clock_wires.png
The bar under the picture is 20 µm long.
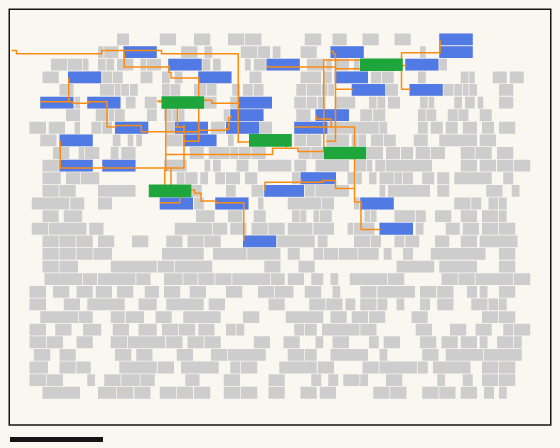
class_map.png
The bar under the picture is 20 µm long.
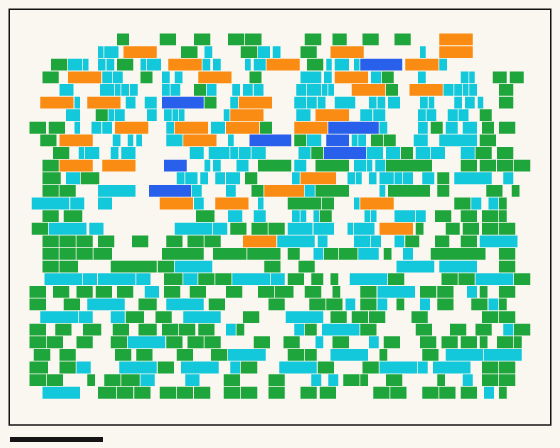
floorplan.png
Pins as bars on the die edge.
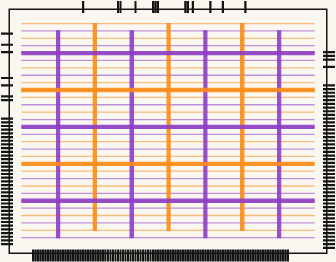
clock_nets.png
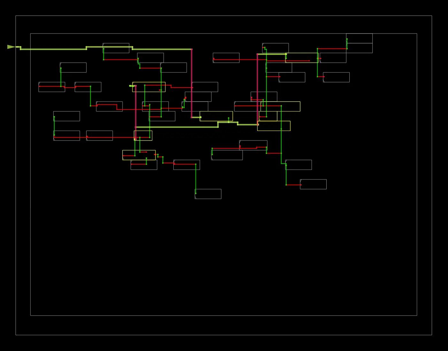
File: config.mk
export PLATFORM = sky130hd
export DESIGN_NAME = stamp_step_arbiter
export DESIGN_NICKNAME = d
export VERILOG_FILES = /design/src/rtl/stamp_step_arbiter.sv
export SDC_FILE = /design/constraint.sdc
export NUM_CORES = 1
export LEC_CHECK = 0
export ABC_CLOCK_PERIOD_IN_PS = 2100
export CAP_MARGIN = 20
export CORE_ASPECT_RATIO = 0.75
export CORE_MARGIN = 4
export CORE_UTILIZATION = 31
export DETAILED_ROUTE_END_ITERATION = 7
export PLACE_DENSITY_LB_ADDON = 0.05
export SLEW_MARGIN = 15
export SYNTH_ARGS = -nofsm -noshare
export SYNTH_HDL_FRONTEND = slang
export SYNTH_SLANG_ARGS = --single-unit
File: constraint.sdc
create_clock -name clk -period 2.1 [get_ports clk]
set_input_delay 0.315 -clock clk [delete_from_list [all_inputs] [get_ports clk]]
set_output_delay 0.315 -clock clk [all_outputs]
set_load 0.02 [all_outputs]
File: src/rtl/stamp_step_arbiter.sv
// rtl/stamp_step_arbiter.sv - per-timestep launch, round-robin stamp bus arbitration and step completion
module stamp_step_arbiter #(
  parameter int N_REQ     = 4,
  parameter int DATA_W    = 32,
  parameter int MAX_BEATS = 16
) (
  input  logic                        clk,
  input  logic                        rst,
  input  logic                        start,
  output logic                        busy,
  output logic                        step_done,
  output logic [15:0]                 step_count,
  output logic [N_REQ-1:0]            eval_go,
  input  logic [N_REQ-1:0]            req_valid,
  input  logic [N_REQ-1:0]            req_last,
  input  logic [N_REQ*DATA_W-1:0]     req_data,
  output logic [N_REQ-1:0]            req_ready,
  input  logic [N_REQ-1:0]            req_done,
  output logic                        m_valid,
  output logic [DATA_W-1:0]           m_data,
  output logic                        m_last,
  output logic [$clog2(N_REQ)-1:0]    m_src,
  input  logic                        m_ready,
  output logic                        burst_err
);

  localparam int IDX_W = $clog2(N_REQ);
  localparam int CNT_W = (MAX_BEATS > 1) ? $clog2(MAX_BEATS) : 1;

  typedef enum logic [2:0] {S_IDLE, S_LAUNCH, S_ARB, S_XFER, S_DONE} state_t;

  state_t             state, state_nxt;
  logic [IDX_W-1:0]   ptr;
  logic [N_REQ-1:0]   done_mask, done_eff, cand;
  logic [CNT_W-1:0]   beat_cnt;
  logic               found;
  logic [IDX_W-1:0]   pick;
  logic               accept, forced;

  assign done_eff = done_mask | req_done;
  assign cand     = req_valid & ~done_eff;

  // Scan starting at the round-robin pointer; first live candidate wins.
  always_comb begin
    found = 1'b0;
    pick  = '0;
    for (int k = 0; k < N_REQ; k++) begin
      if (!found && cand[(int'(ptr) + k) % N_REQ]) begin
        found = 1'b1;
        pick  = IDX_W'((int'(ptr) + k) % N_REQ);
      end
    end
  end

  always_comb begin
    state_nxt = state;
    busy      = (state != S_IDLE);
    step_done = 1'b0;
    eval_go   = '0;
    req_ready = '0;
    m_valid   = 1'b0;
    m_data    = '0;
    m_last    = 1'b0;
    accept    = 1'b0;
    forced    = 1'b0;
    case (state)
      S_IDLE:   if (start) state_nxt = S_LAUNCH;
      S_LAUNCH: begin
        eval_go   = '1;
        state_nxt = S_ARB;
      end
      S_ARB: begin
        if (&done_eff)  state_nxt = S_DONE;
        else if (found) state_nxt = S_XFER;
      end
      S_XFER: begin
        m_valid          = req_valid[m_src];
        m_data           = req_data[int'(m_src)*DATA_W +: DATA_W];
        m_last           = req_last[m_src] | (beat_cnt == CNT_W'(MAX_BEATS - 1));
        req_ready[m_src] = m_ready;
        accept           = m_valid & m_ready;
        forced           = accept & m_last & ~req_last[m_src];
        if (accept && m_last) state_nxt = S_ARB;
      end
      S_DONE: begin
        step_done = 1'b1;
        state_nxt = S_IDLE;
      end
      default: state_nxt = S_IDLE;
    endcase
  end

  always_ff @(posedge clk) begin
    if (rst) begin
      state      <= S_IDLE;
      ptr        <= '0;
      m_src      <= '0;
      done_mask  <= '0;
      beat_cnt   <= '0;
      burst_err  <= 1'b0;
      step_count <= '0;
    end else begin
      state <= state_nxt;
      case (state)
        S_LAUNCH: done_mask <= '0;
        S_ARB: begin
          done_mask <= done_eff;
          if (!(&done_eff) && found) begin
            m_src    <= pick;
            beat_cnt <= '0;
          end
        end
        S_XFER: begin
          done_mask <= done_eff;
          if (accept) begin
            beat_cnt <= beat_cnt + CNT_W'(1);
            if (m_last) ptr <= (m_src == IDX_W'(N_REQ - 1)) ? '0 : m_src + IDX_W'(1);
          end
          if (forced) burst_err <= 1'b1;
        end
        S_DONE: step_count <= step_count + 16'd1;
        default: ;
      endcase
    end
  end

endmodule

==> qor.txt <==
DP Wirelength: 9.20 mm
Worst Hold Margin: 0.474 ns
mean post-synth cell area: 9.59 µm²
nature of the critical path endpoint: output pin
M1 wire length: 4.77 mm
Antenna Violating Nets Remaining: 0
register with the most flip-flops: step_count
IR Drop Worst-Case VDD: 0.000407 V
cell type with the highest aggregate area in the netlist: sky130_fd_sc_hd__mux4_2
Non-Clock Buffer Area Fraction: 45.0%
share of cells above drive strength 1: 27.5%
Crit path largest cell delay: 0.48 ns
unrepaired setup endpoints after global routing: yes
power of the clock network: 0.892 mW
final net count: 661
crit path kind: flip-flop to output pin
IO Port Bufs: 206
total placed instance area: 5100 µm²
antenna diode instance count: 0
cells along the critical path: buf_12, buf_12, mux4_2, and2_1, buf_2
final max-slew violation count: 0
length of routed met2 wiring: 5.86 mm
area share, top type: 28.0%
post-layout min period: 2.10 ns
total congestion overflow: 0
portion of total power attributed to combinational logic: 34.9%
hold path start: burst_err$_SDFFE_PP0P_
register area: 646 µm²
floorplan die area: 10,400 µm²
pre-placement core utilization: 32.0%
summed area of non-filler cells in the final layout: 5420 µm²
cell depth of the worst min-delay path: 1
number of buffers and inverters on the critical path: 3
critical register-to-register path endpoint: step_count[15]$_SDFFE_PP0P_
CP endpoint: m_data[1]
Logic area: 2000 µm²
Top pwr grp: the clock network
logic share of the area: 36.8%
number of buffers between clock root and the deepest sink: 2
GRT Total Usage: 22.1%
First-pass DRT Iterations: 4
commonest non-fill, non-tap cells in the layout: sky130_fd_sc_hd__clkdlybuf4s50_1, sky130_fd_sc_hd__mux4_2, sky130_fd_sc_hd__dfxtp_1
most frequent CP cell: sky130_fd_sc_hd__buf_12
post-layout worst setup margin: 0.00349 ns
top area cells in the synthesized netlist: sky130_fd_sc_hd__mux4_2, sky130_fd_sc_hd__dfxtp_1, sky130_fd_sc_hd__and2_1
type of the tightest min-delay check: flip-flop to flip-flop
share of power burned in registers: 27.5%
vertical die size: 89.3 µm
cell count after placement: 605
number of multi-input combinational cells in the layout: 222
#FFs+latches synth: 32
utilization after layout: 63.6%
net switching power figure: 0.596 mW
wire length after detailed routing: 11.7 mm
critical path startpoint: m_src[0]$_SDFFE_PP0P_
met2 capacity usage during global routing: 39.9%
maximum frequency from static timing analysis: 0.477 GHz
pin count of the biggest net entering global routing: 42
power density over the cells: 438 nW/µm²
tool warning count: 31
Cell Count, Final, Fillers Out: 620
Setup-failing EPs final: 0
number of global-route vias before repair: 3,318
postcts setup bufs: 1
slew at the pin closest to its max-slew limit: 0.426 ns
PnR Total Power: 2.37 mW
library cells used by synthesis: 49
met3 usage in global routing: 5.35%
gate count after technology mapping: 285
cell count in the Yosys report: 285
final total negative setup slack: 0 ns
highest routed metal layer: met4
Yosys Chip Area: 2730 µm²
root cell of the clock tree: sky130_fd_sc_hd__clkbuf_16
sequential cell area share: 11.9%
detailed router's first-iteration violation count: 134
stages on the worst setup path: 5
switching part of the total power: 25.1%
static power due to leakage: 2.09 nW
clock network fraction of design power: 37.6%
Synth async-reset ratio: 0%
data arrival time at the worst-slack endpoint: 1.78 ns
Syn Std Cell Area: 2730 µm²
number of logic inverters in the finished layout: 6
largest cell class by area: buffers
Regs by FF count: step_count: 16 flops, beat_cnt: 4 flops, done_mask: 4 flops
post-detailed-route wirelength per cell: 18.8 µm
# Max-Cap Violations: 0
DRC violation count after routing: 0
std cell rows: 29
portion of the clock cycle consumed by the worst path in the final layout: 99.8%
required arrival time at the worst endpoint: 1.78 ns
number of top-level pins: 207
outcome: finished clean
GRT met1 Usage: 26.6%
tap cell instance count: 108
power of the sequential group: 0.652 mW
Routed met3 length: 856 µm
Worst Hold Endpoint: burst_err$_SDFFE_PP0P_
internal power consumption: 1.78 mW
number of hold buffers added after cts: 0
worst slew margin relative to its limit: 71.2%
final-layout fill cell count: 737
largest clock skew in the final design: 0.00470 ns
synthesis-to-layout area growth: 98.5%
wire length of the first global-routing pass: 17.6 mm
clk cell area share: 3.37%
core outline area: 8530 µm²
total number of vias: 3,204
Floorplan Nets: 435
number of non-clock buffers: 244
Die W: 116 µm
Post-synth EDFFs: 0
clock sink total: 32
share of synthesized area occupied by flip-flops and latches: 23.4%
-- clock_wires.png (at the start) --
clock-net drivers: drawn in green, count 5. flip-flops: drawn in blue, count 32. clock wires: drawn in orange, length 505 µm.
There are 6 routed clock nets.

-- class_map.png (at the start) --
sequential cells: drawn in orange, cells 32, share of their area 12%. remaining buffers and delay cells: drawn in green, cells 244, share of their area 46%. clock drivers and dummy loads: drawn in blue, cells 8, share of their area 3.5%. remaining logic cells: drawn in cyan, cells 228, share of their area 38%.

-- floorplan.png (at the start) --
VSS: drawn in purple. VDD: drawn in orange.
The core has 29 rows. 207 signal pins sit on the boundary.

-- clock_nets.png (at the start) --
FF+latch count: 32
Layout clock buffers: 7
clk_lat worst skew: 0.28 ns
CTS Buf Count: 5

==> worst reg2reg max path, stage by stage, from the launching register on <==
cell                      delay, ns
sky130_fd_sc_hd__dfxtp_1       0.40
sky130_fd_sc_hd__nand4_1       0.18
sky130_fd_sc_hd__or4_1         0.67
sky130_fd_sc_hd__or4_1         0.50
sky130_fd_sc_hd__a21oi_1       0.14
==> kinds of logic (layout without fill, tap and decap cells) <==
logic type / Yosys count / in the layout / synth area share [%]
compound gates: 48 / 48 / 10.7
xor+xnor: 9 / 9 / 2.88
fa+ha+maj: 6 / 6 / 2.75
buf+inv: 31 / 258 / 5.17
flops: 32 / 32 / 23.4
mux: 35 / 35 / 28.4
simple gates: 124 / 124 / 26.7
No activity file was given, so power comes from the tool's default toggle rates.
